### Routing congestion map, run 1

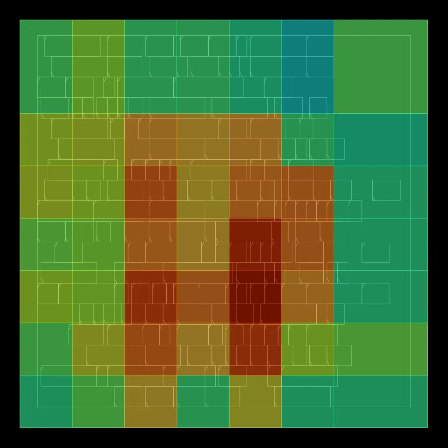
### Clock distribution, run 1

Drawn at 10 px/um.
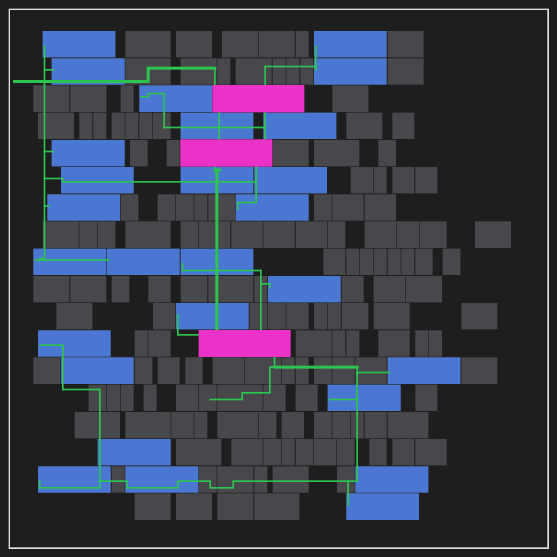
### Signal metal coverage by tile, run 1

Drawn at 6 px/um. 11 x 11 tiles, from white (low) to dark blue (high), scaled to the fullest tile. Values are wire area over tile area, all layers added.
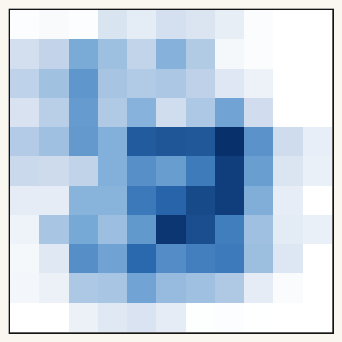
`src/rtl/led_pattern_engine.sv`:
```
`default_nettype none
// ============================================================================
// Module   : led_pattern_engine
// Purpose  : Tick-driven LED pattern generator (shift / bounce / blink / hold)
//            with registered monochrome and RGB channel outputs.
// Revision : 1.0 - initial release
// ============================================================================
module led_pattern_engine #(
    parameter int NB_LEDS = 4
) (
    input  logic               clk,
    input  logic               i_rst,
    input  logic               i_enable,
    input  logic               i_tick,
    input  logic [1:0]         i_mode,
    input  logic               i_dir,
    input  logic [1:0]         i_color,
    output logic [NB_LEDS-1:0] o_led,
    output logic [NB_LEDS-1:0] o_led_r,
    output logic [NB_LEDS-1:0] o_led_g,
    output logic [NB_LEDS-1:0] o_led_b,
    output logic               o_wrap
);

    localparam logic [2:0] c_st_idle   = 3'd0;
    localparam logic [2:0] c_st_shift  = 3'd1;
    localparam logic [2:0] c_st_bounce = 3'd2;
    localparam logic [2:0] c_st_blink  = 3'd3;
    localparam logic [2:0] c_st_hold   = 3'd4;

    localparam logic [NB_LEDS-1:0] c_one  = {{(NB_LEDS-1){1'b0}}, 1'b1};
    localparam logic [NB_LEDS-1:0] c_ones = {NB_LEDS{1'b1}};
    localparam logic [NB_LEDS-1:0] c_zero = {NB_LEDS{1'b0}};

    logic [2:0]         r_state;
    logic [NB_LEDS-1:0] r_pattern;
    logic               r_bdir;       // 0: moving toward MSB, 1: toward LSB
    logic [1:0]         r_prev_mode;
    logic [NB_LEDS-1:0] r_led;
    logic [NB_LEDS-1:0] r_led_r;
    logic [NB_LEDS-1:0] r_led_g;
    logic [NB_LEDS-1:0] r_led_b;
    logic               r_wrap;

    logic [2:0]         w_state_nx;
    logic [2:0]         w_mode_state;
    logic [NB_LEDS-1:0] w_pat_nx;
    logic               w_bdir_nx;
    logic               w_wrap_nx;
    logic               w_switch;
    logic [NB_LEDS-1:0] w_led_nx;
    logic               w_sel_r;
    logic               w_sel_g;
    logic               w_sel_b;

    always_comb begin
        w_mode_state = c_st_shift;
        case (i_mode)
            2'b00:   w_mode_state = c_st_shift;
            2'b01:   w_mode_state = c_st_bounce;
            2'b10:   w_mode_state = c_st_blink;
            default: w_mode_state = c_st_hold;
        endcase
    end

    // Leaving IDLE and changing mode both reload the pattern; a tick in that
    // same cycle is deliberately dropped.
    assign w_switch = (r_state == c_st_idle) || (i_mode != r_prev_mode);

    always_comb begin
        w_state_nx = r_state;
        w_pat_nx   = r_pattern;
        w_bdir_nx  = r_bdir;
        w_wrap_nx  = 1'b0;
        if (!i_enable) begin
            w_state_nx = c_st_idle;
        end else if (w_switch) begin
            w_state_nx = w_mode_state;
            case (i_mode)
                2'b00: w_pat_nx = c_one;
                2'b01: begin
                    w_pat_nx  = c_one;
                    w_bdir_nx = 1'b0;
                end
                2'b10:   w_pat_nx = c_ones;
                default: w_pat_nx = r_pattern;
            endcase
        end else if (i_tick) begin
            case (r_state)
                c_st_shift: begin
                    if (!i_dir) begin
                        w_pat_nx  = {r_pattern[NB_LEDS-2:0], r_pattern[NB_LEDS-1]};
                        w_wrap_nx = r_pattern[NB_LEDS-1];
                    end else begin
                        w_pat_nx  = {r_pattern[0], r_pattern[NB_LEDS-1:1]};
                        w_wrap_nx = r_pattern[0];
                    end
                end
                c_st_bounce: begin
                    if (!r_bdir) begin
                        if (r_pattern[NB_LEDS-1]) begin
                            w_pat_nx  = r_pattern >> 1;
                            w_bdir_nx = 1'b1;
                            w_wrap_nx = (NB_LEDS == 2);
                        end else begin
                            w_pat_nx = r_pattern << 1;
                        end
                    end else begin
                        if (r_pattern[0]) begin
                            w_pat_nx  = r_pattern << 1;
                            w_bdir_nx = 1'b0;
                        end else begin
                            w_pat_nx  = r_pattern >> 1;
                            w_wrap_nx = r_pattern[1];
                        end
                    end
                end
                c_st_blink: begin
                    w_pat_nx  = (r_pattern == c_zero) ? c_ones : c_zero;
                    w_wrap_nx = (r_pattern == c_zero);
                end
                default: begin
                    w_pat_nx = r_pattern;
                end
            endcase
        end
    end

    assign w_led_nx = (w_state_nx == c_st_idle) ? c_zero : w_pat_nx;
    assign w_sel_r  = (i_color == 2'b00) || (i_color == 2'b11);
    assign w_sel_g  = (i_color == 2'b01) || (i_color == 2'b11);
    assign w_sel_b  = (i_color == 2'b10) || (i_color == 2'b11);

    always_ff @(posedge clk) begin
        if (i_rst) begin
            r_state     <= c_st_idle;
            r_pattern   <= c_one;
            r_bdir      <= 1'b0;
            r_prev_mode <= 2'b00;
            r_led       <= c_zero;
            r_led_r     <= c_zero;
            r_led_g     <= c_zero;
            r_led_b     <= c_zero;
            r_wrap      <= 1'b0;
        end else begin
            r_state     <= w_state_nx;
            r_pattern   <= w_pat_nx;
            r_bdir      <= w_bdir_nx;
            r_prev_mode <= i_mode;
            r_led       <= w_led_nx;
            r_led_r     <= w_sel_r ? w_led_nx : c_zero;
            r_led_g     <= w_sel_g ? w_led_nx : c_zero;
            r_led_b     <= w_sel_b ? w_led_nx : c_zero;
            r_wrap      <= w_wrap_nx && (w_state_nx != c_st_idle);
        end
    end

    assign o_led   = r_led;
    assign o_led_r = r_led_r;
    assign o_led_g = r_led_g;
    assign o_led_b = r_led_b;
    assign o_wrap  = r_wrap;

endmodule
`default_nettype wire

```
`config.mk`:
```
export PLATFORM = sky130hd
export DESIGN_NAME = led_pattern_engine
export DESIGN_NICKNAME = d
export VERILOG_FILES = /design/src/rtl/led_pattern_engine.sv
export SDC_FILE = /design/constraint.sdc
export NUM_CORES = 1
export LEC_CHECK = 0
export CAP_MARGIN = 10
export CORE_MARGIN = 2
export CORE_UTILIZATION = 54
export CTS_BUF_LIST = sky130_fd_sc_hd__clkbuf_16
export CTS_CLUSTER_DIAMETER = 200
export DETAILED_ROUTE_END_ITERATION = 7
export GPL_TIMING_DRIVEN = 1
export PLACE_DENSITY = 0.86
export SLEW_MARGIN = 5
export SYNTH_ARGS = -nofsm -noshare
export SYNTH_HDL_FRONTEND = slang
export SYNTH_SLANG_ARGS = --single-unit
```
`constraint.sdc`:
```
create_clock -name clk -period 5 [get_ports clk]
set_clock_uncertainty 0.2 [all_clocks]
set_input_delay 1 -clock clk [delete_from_list [all_inputs] [get_ports clk]]
set_output_delay 1 -clock clk [all_outputs]
set_load 0.05 [all_outputs]
```
==> flow_metrics.py, run 1 <==
# Metrics from the implementation run
metrics = {
    "outcome": {
        "outcome": "completed",
    },
    "routing": {
        "wl_met1_mm": 1.416,
        "via_count": 1240,
        "met3_length_um": 250,
        "highest_layer": "met4",
        "first_iter_violations": 51,
        "drt_first_pass_iters": 4,
    },
    "floorplanning": {
        "nWellTaps": 30,
        "die-height_um": 53.75,
        "die_w_um": 53.75,
    },
    "final_layout": {
        "clock_buffers": 3,
        "n_antenna_cell": 0,
        "seq_share": 0.3238,
        "flop-count": 27,
        "stdcell_count": 208,
        "register_area_sq_um": 540.5,
        "drive_gt1_frac": 0.06742,
        "fillers": 162,
        "layout_top_cells": "dfxtp_1 (27), clkdlybuf4s50_1 (25), nor2_1 (14)",
        "lay_top_count": "dfxtp_1",
        "sh_comb_area": 0.4265,
        "n_all_inverters": 13,
    },
    "grt": {
        "grt_overflow": 0,
        "grt_pass1_wl_mm": 5.520,
        "grt_pass1_vias": 1154,
        "antenna_found_initial": 0,
    },
    "final_timing": {
        "hold_ws_ps": 350.6,
        "period_needed_ps": 3087,
        "final_hold_viol_count": 0,
        "max_slew_margin": 0.5702,
        "setup_slack_ps": 1913,
        "clock.fmax_mhz": 324.0,
        "post-route-period-util": 0.6174,
    },
    "synth": {
        "syn_area_per_cell_sq_um": 8.677,
        "top_logic_kind": "simple AND/OR/NAND/NOR gates",
        "fp_nets": 170,
        "yosys.stat.seqShare": 0.4045,
        "synthesis.area_sq_um": 1336,
        "edf_count": 0,
        "topCellsByArea": "dfxtp_1 (40%), ha_1 (6.6%), a21oi_1 (4.9%), nor2_1 (3.9%), inv_1 (3.7%)",
        "synth_top_cell_by_count": "dfxtp_1",
        "ys_sh_aoi": 0.1826,
        "largest_area_cell": "dfxtp_1",
        "netlist_instances": 154,
    },
    "cts": {
        "clk_pin_slew_ps": 70,
        "cts.sinks": 27,
        "clock-root-buffer": "clkbuf_16",
        "numCtsBuffers": 3,
        "post_cts_buffers": 0,
        "cts_resized": 0,
    },
    "placement": {
        "dp_hpwl_mm": 2.427,
        "io_buffers": 25,
        "post-place-ws_ps": 1678,
        "place_inst": 204,
    },
    "power": {
        "power_uw": 494.4,
        "maxPowerGroup": "sequential cells",
        "clock_power_uw": 181,
        "p_comb_frac": 0.166,
        "powerSeq_uw": 231,
        "seqPwrFrac": 0.468,
    },
    "worst_setup_path": {
        "ff2ff_path_depth": 5,
        "cp.required_ps": 4910,
        "reg2reg_to": "o_led_g[3]$_SDFF_PP0_",
        "crit_end": "o_led_g[3]$_SDFF_PP0_",
        "crit_path_max_incr_delay_ps": 570,
        "slowest_stage": "clkdlybuf4s50_1",
        "crit_fanout": 5,
    },
    "min_path": {
        "hold_path.class": "reg -> reg",
    },
}
About 'Routing congestion map':
met1 usage in global routing: 0.3420
Avg WL per Cell: 16.56 um
Overall Global Routing Usage: 0.2620
GR Util met2: 0.4451

About 'Clock distribution':
- clock wires: green (length 275 um)
- flip-flops: blue (count 27)
- cells driving clock nets: magenta (count 3)
- routed clock nets: 4

About 'Signal metal coverage by tile':
- tiles over half the peak: 25%
- mean over tiles: 0.19
- densest ninth of the die: middle

-- run 1: how the worst min path moves through the flow --
stage,start,end,depth (start not counted)
detailed placement,r_state[2]$_SDFF_PP0_,r_state[2]$_SDFF_PP0_,2
finish,r_bdir$_SDFFE_PP0P_,r_bdir$_SDFFE_PP0P_,2
global route,r_state[2]$_SDFF_PP0_,r_state[2]$_SDFF_PP0_,2
floorplan,r_state[2]$_SDFF_PP0_,r_state[2]$_SDFF_PP0_,2
global placement,r_state[2]$_SDFF_PP0_,r_state[2]$_SDFF_PP0_,2
CTS,r_state[2]$_SDFF_PP0_,r_state[2]$_SDFF_PP0_,2
-- run 1: critical path, delay by kind of cell --
family / cells / cell delay [ps]
compound gates: 2 / 440
fa+ha+maj: 1 / 330
buf+inv: 2 / 690
simple gates: 2 / 540
==> run 1 -> run 2 <==
CORE_UTILIZATION = 45   (was 54)
PLACE_DENSITY = 0.77   (was 0.86)
clock period = 2.8 ns   (was 5 ns; I/O delays follow)
### Port wiring, run 2

Drawn at 8 px/um.
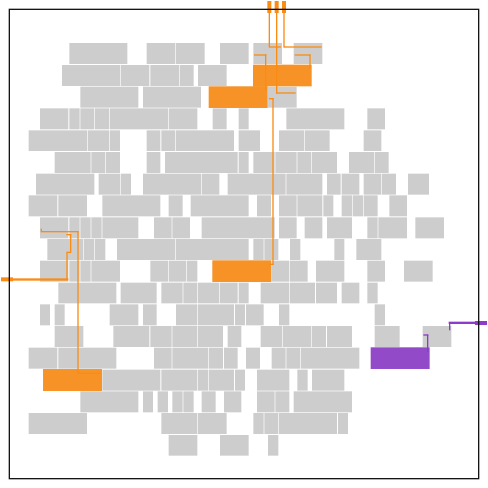
- o_wrap: purple (direction output; edge right; end cells 1; wire 6.50 um)
- o_led_r: orange (direction output; edge 3 top, 1 left; end cells 4; wire 96.4 um)

### Clock distribution, run 2

Drawn at 8 px/um.
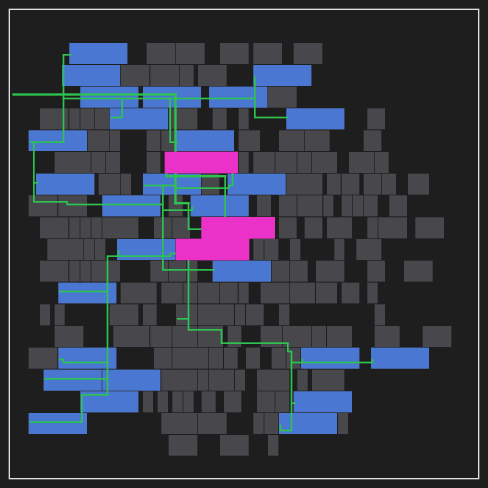
- clock wires: green (length 305 um)
- flip-flops: blue (count 27)
- cells driving clock nets: magenta (count 3)
- routed clock nets: 4

==> run 2 against run 1 <==
Against the previous run: register-to-register slack worse by 2100 ps; largest power group unchanged; worst setup slack worse by 1600 ps; total power rose by 80%; non-clock buffer count up 6; area after synthesis stayed put; sequential share of layout area shrank 0.92 points; highest routed layer unchanged; critical path type unchanged; wire length decreased by 5.1%.
==> flow_metrics.py, run 2 <==
# Metrics from the implementation run
metrics = {
    "final_layout": {
        "drive_gt1_frac": 0.09783,
        "register_area_sq_um": 540.5,
        "fillers": 234,
        "sh_comb_area": 0.4144,
        "flop-count": 27,
        "n_antenna_cell": 0,
        "stdcell_count": 215,
        "n_all_inverters": 13,
        "seq_share": 0.3146,
        "clock_buffers": 3,
        "lay_top_count": "dfxtp_1",
        "layout_top_cells": "dfxtp_1 (27), clkdlybuf4s50_1 (25), nor2_1 (14)",
    },
    "synth": {
        "synth_top_cell_by_count": "dfxtp_1",
        "edf_count": 0,
        "netlist_instances": 154,
        "flop_cell": "dfxtp_1",
        "yosys.stat.seqShare": 0.4045,
        "ys_cells": 154,
        "largest_area_cell": "dfxtp_1",
        "synthesis.area_sq_um": 1336,
        "topCellsByArea": "dfxtp_1 (40%), ha_1 (6.6%), a21oi_1 (4.9%), nor2_1 (3.9%), inv_1 (3.7%)",
        "fp_nets": 170,
    },
    "grt": {
        "antenna_found_initial": 0,
        "grt_pass1_wl_mm": 5.533,
        "grt_overflow": 0,
        "grt_use_met1": 0.2544,
        "grt_util_met2": 0.3563,
        "grt_pass1_vias": 1240,
        "gr-usage-all-layers": 0.2062,
    },
    "worst_setup_path": {
        "slowest_stage": "clkdlybuf4s50_1",
        "reg2reg_to": "o_led_r[1]$_SDFF_PP0_",
        "cp.buffers_inverters": 1,
        "critPathTopFamily": "simple AND/OR/NAND/NOR gates",
        "crit_fanout": 11,
        "end_kind": "register",
        "worstSetupPathDepth": 6,
        "crit_end": "o_led_r[1]$_SDFF_PP0_",
        "crit_path_max_incr_delay_ps": 490,
        "start_kind": "primary input",
        "cp.required_ps": 2720,
        "ff2ff_path_depth": 6,
    },
    "cts": {
        "clock-root-buffer": "clkbuf_16",
        "numCtsBuffers": 3,
        "clk_pin_slew_ps": 70,
        "cts_resized": 0,
        "insertion_delay_ps": 260,
    },
    "routing": {
        "drt_first_pass_iters": 4,
        "via_count": 1238,
        "wl_per_cell_um": 15.21,
    },
    "placement": {
        "dp_hpwl_mm": 2.430,
        "io_buffers": 25,
        "place_inst": 211,
        "post-place-ws_ps": 106.7,
    },
    "run": {
        "drv_cap": 0,
    },
    "final_timing": {
        "setup_slack_ps": 334.0,
        "hold_ws_ps": 334.8,
        "clock.fmax_mhz": 405.5,
        "max_slew_margin": 0.6590,
        "post-route-period-util": 0.8807,
        "period_needed_ps": 2466,
        "final_hold_viol_count": 0,
    },
    "floorplanning": {
        "nWellTaps": 31,
        "die-height_um": 58.50,
        "die_w_um": 58.50,
    },
    "min_path": {
        "hold_path.class": "reg -> reg",
        "hold_depth": 2,
    },
    "power": {
        "p_leak_nw": 0.7042,
        "seqPwrFrac": 0.464,
        "power_uw": 889.9,
    },
    "outcome": {
        "outcome": "completed",
    },
}
### Logic cells by family, run 2

Drawn at 6 px/um.
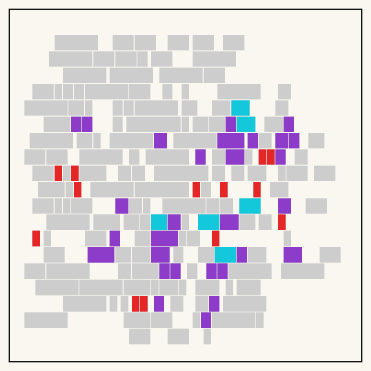
- inverting AOI/OAI gates: purple (cells 29)
- AND-OR and OR-AND gates: cyan (cells 6)
- inverters: red (cells 13)

-- run 2: power by group through the flow --
stage	registers (mW)	logic, mW	clock network (mW)
2_1_floorplan	0.443	0.0732	0
3_3_place_gp	0.419	0.144	0
3_5_place_dp	0.421	0.147	0
4_1_cts	0.412	0.149	0.328
5_1_grt	0.414	0.162	0.357
6_report	0.413	0.150	0.327
-- run 2: cell families after synthesis --
| logic type | Yosys count | share of synthesized area |
|---|---|---|
| xor+xnor | 2 | 0.01311 |
| simple gates | 64 | 0.2641 |
| fa+ha+maj | 7 | 0.06554 |
| flops | 27 | 0.4045 |
| mux | 1 | 0.007491 |
| buf+inv | 18 | 0.06273 |
| compound gates | 35 | 0.1826 |
-- run 2: routing by layer --
metal	part of all wire	wire [um]
met5	0	0
met3	0.040	130
met2	0.50	1622
met1	0.44	1444
met4	0.023	74
==> run 2 -> run 3 <==
ABC_AREA = 1   (was unset)
CORE_UTILIZATION = 46   (was 45)
REMOVE_ABC_BUFFERS = 1   (was unset)
### Logic cells by family, run 3

Drawn at 6 px/um.
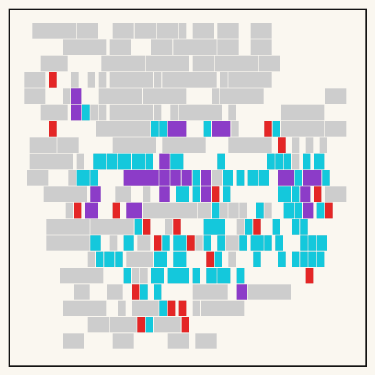
- inverting AOI/OAI gates: purple (cells 20)
- inverters: red (cells 21)
- NAND gates: cyan (cells 78)

### Port wiring, run 3

Drawn at 8 px/um.
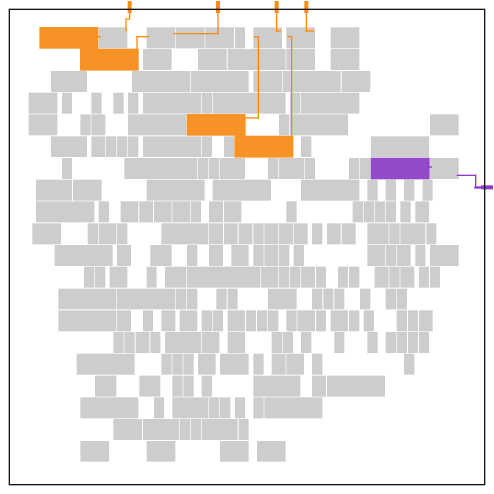
- o_wrap: purple (direction output; edge right; end cells 1; wire 5.60 um)
- o_led_r: orange (direction output; edge top; end cells 4; wire 48.7 um)

==> run 3 against run 2 <==
Against the previous run: total power up 3.2%; critical path depth up 3; synthesized cell count up 30%; hold slack worse by 22 ps; via count up 3.2%; cell count up 20%; cell area up 2.0%; critical endpoint is now o_led_g[0]$_SDFF_PP0_.
==> flow_metrics.py, run 3 <==
# Metrics from the implementation run
metrics = {
    "synth": {
        "largest_area_cell": "dfxtp_1",
        "common_cells": "nand2_1 (52), nor2_1 (35), dfxtp_1 (27)",
        "ys_chip_area_sq_um": 1404,
        "edf_count": 0,
        "synthesis.area_sq_um": 1404,
        "yosys.stat.seqShare": 0.3850,
        "synth_top_cell_by_count": "nand2_1",
        "netlist_instances": 200,
        "flop_cell": "dfxtp_1",
        "syn_area_per_cell_sq_um": 7.019,
    },
    "worst_setup_path": {
        "reg2reg_to": "o_led_g[0]$_SDFF_PP0_",
        "end_kind": "register",
        "cp.buffers_inverters": 1,
        "critPathTopFamily": "simple AND/OR/NAND/NOR gates",
        "slowest_stage": "clkdlybuf4s50_1",
        "crit_path_max_incr_delay_ps": 520,
        "cp_common_cell": "nand2_2",
        "worstSetupPathDepth": 9,
        "start_kind": "primary input",
        "crit_fanout": 14,
        "cp.required_ps": 2740,
        "worstReg2RegStart": "r_state[0]$_SDFF_PP0_",
    },
    "placement": {
        "post-place-ws_ps": 237.1,
        "dp_hpwl_mm": 2.195,
        "place_inst": 254,
        "io_buffers": 25,
        "dpl_cell_area_sq_um": 1670,
    },
    "run": {
        "drv_cap": 0,
    },
    "final_layout": {
        "n_antenna_cell": 0,
        "drive_gt1_frac": 0.1111,
        "layout_top_cells": "nand2_1 (52), nor2_1 (35), dfxtp_1 (27)",
        "fillers": 270,
        "register_area_sq_um": 540.5,
        "stdcell_count": 258,
        "lay_top_count": "nand2_1",
    },
    "grt": {
        "gr-usage-all-layers": 0.1844,
        "grt_util_met2": 0.2779,
        "antenna_found_initial": 0,
        "grt_overflow": 0,
        "grt_use_met1": 0.2618,
        "grt_pass1_vias": 1127,
    },
    "routing": {
        "wirelength_mm": 2.847,
        "met2_length_mm": 1.241,
        "wl_met1_mm": 1.471,
        "met3_length_um": 81,
        "highest_layer": "met4",
        "drt_first_pass_iters": 5,
        "first_iter_violations": 126,
        "wl_per_cell_um": 11.03,
        "via_count": 1277,
    },
    "power": {
        "power_uw": 918.2,
        "maxPowerGroup": "sequential cells",
        "powerSeq_uw": 416,
        "p_int_uw": 657.2,
        "seqPwrFrac": 0.454,
        "clock_power_uw": 327,
        "p_leak_nw": 0.7741,
        "p_comb_frac": 0.191,
    },
    "outcome": {
        "outcome": "completed",
    },
    "cts": {
        "insertion_delay_ps": 260,
        "post_cts_buffers": 0,
        "numCtsBuffers": 3,
        "clock-root-buffer": "clkbuf_16",
        "cts_resized": 0,
    },
    "final_timing": {
        "max_slew_margin": 0.6651,
        "setup_slack_ps": 494.7,
        "final_hold_viol_count": 0,
        "period_needed_ps": 2305,
        "hold_ws_ps": 312.3,
        "finalSetupTns_ps": 0,
        "clock.fmax_mhz": 433.8,
        "post-route-period-util": 0.8233,
    },
    "min_path": {
        "worstHoldStart": "r_bdir$_SDFFE_PP0P_",
        "whs_endpoint": "r_bdir$_SDFFE_PP0P_",
        "hold_path.class": "reg -> reg",
    },
    "floorplanning": {
        "die_w_um": 59.25,
        "die-height_um": 59.25,
    },
}
### Clock distribution, run 3

Drawn at 8 px/um.
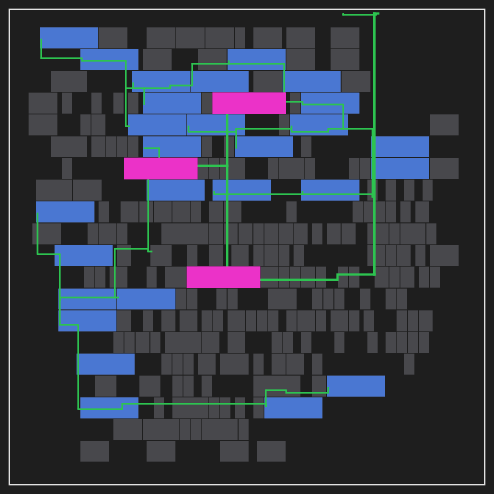
- clock wires: green (length 324 um)
- flip-flops: blue (count 27)
- cells driving clock nets: magenta (count 3)
- routed clock nets: 4

==> run 3: cell families (layout without fill, tap and decap cells) <==
logic type,after synthesis,count (layout),share of synthesized area
AND/OR/NAND/NOR,118,118,0.3645
flip-flops,27,27,0.3850
buffers and inverters,27,52,0.08466
AND-OR/OR-AND,20,20,0.09180
adder cells (fa/ha/maj),7,7,0.06239
XOR/XNOR,1,1,0.01159
==> run 3: cell type report <==
| cell class | instances | share of cell area |
|---|---|---|
| clock buffers | 3 | 0.04283 |
| clock inverters | 1 | 0.004283 |
| flip-flops and latches | 27 | 0.3084 |
| inverters | 21 | 0.04497 |
| multi-input cells | 146 | 0.4247 |
| well taps | 33 | 0.02355 |
| repair buffers | 27 | 0.1513 |
Power is estimated from default activity; no workload was simulated.
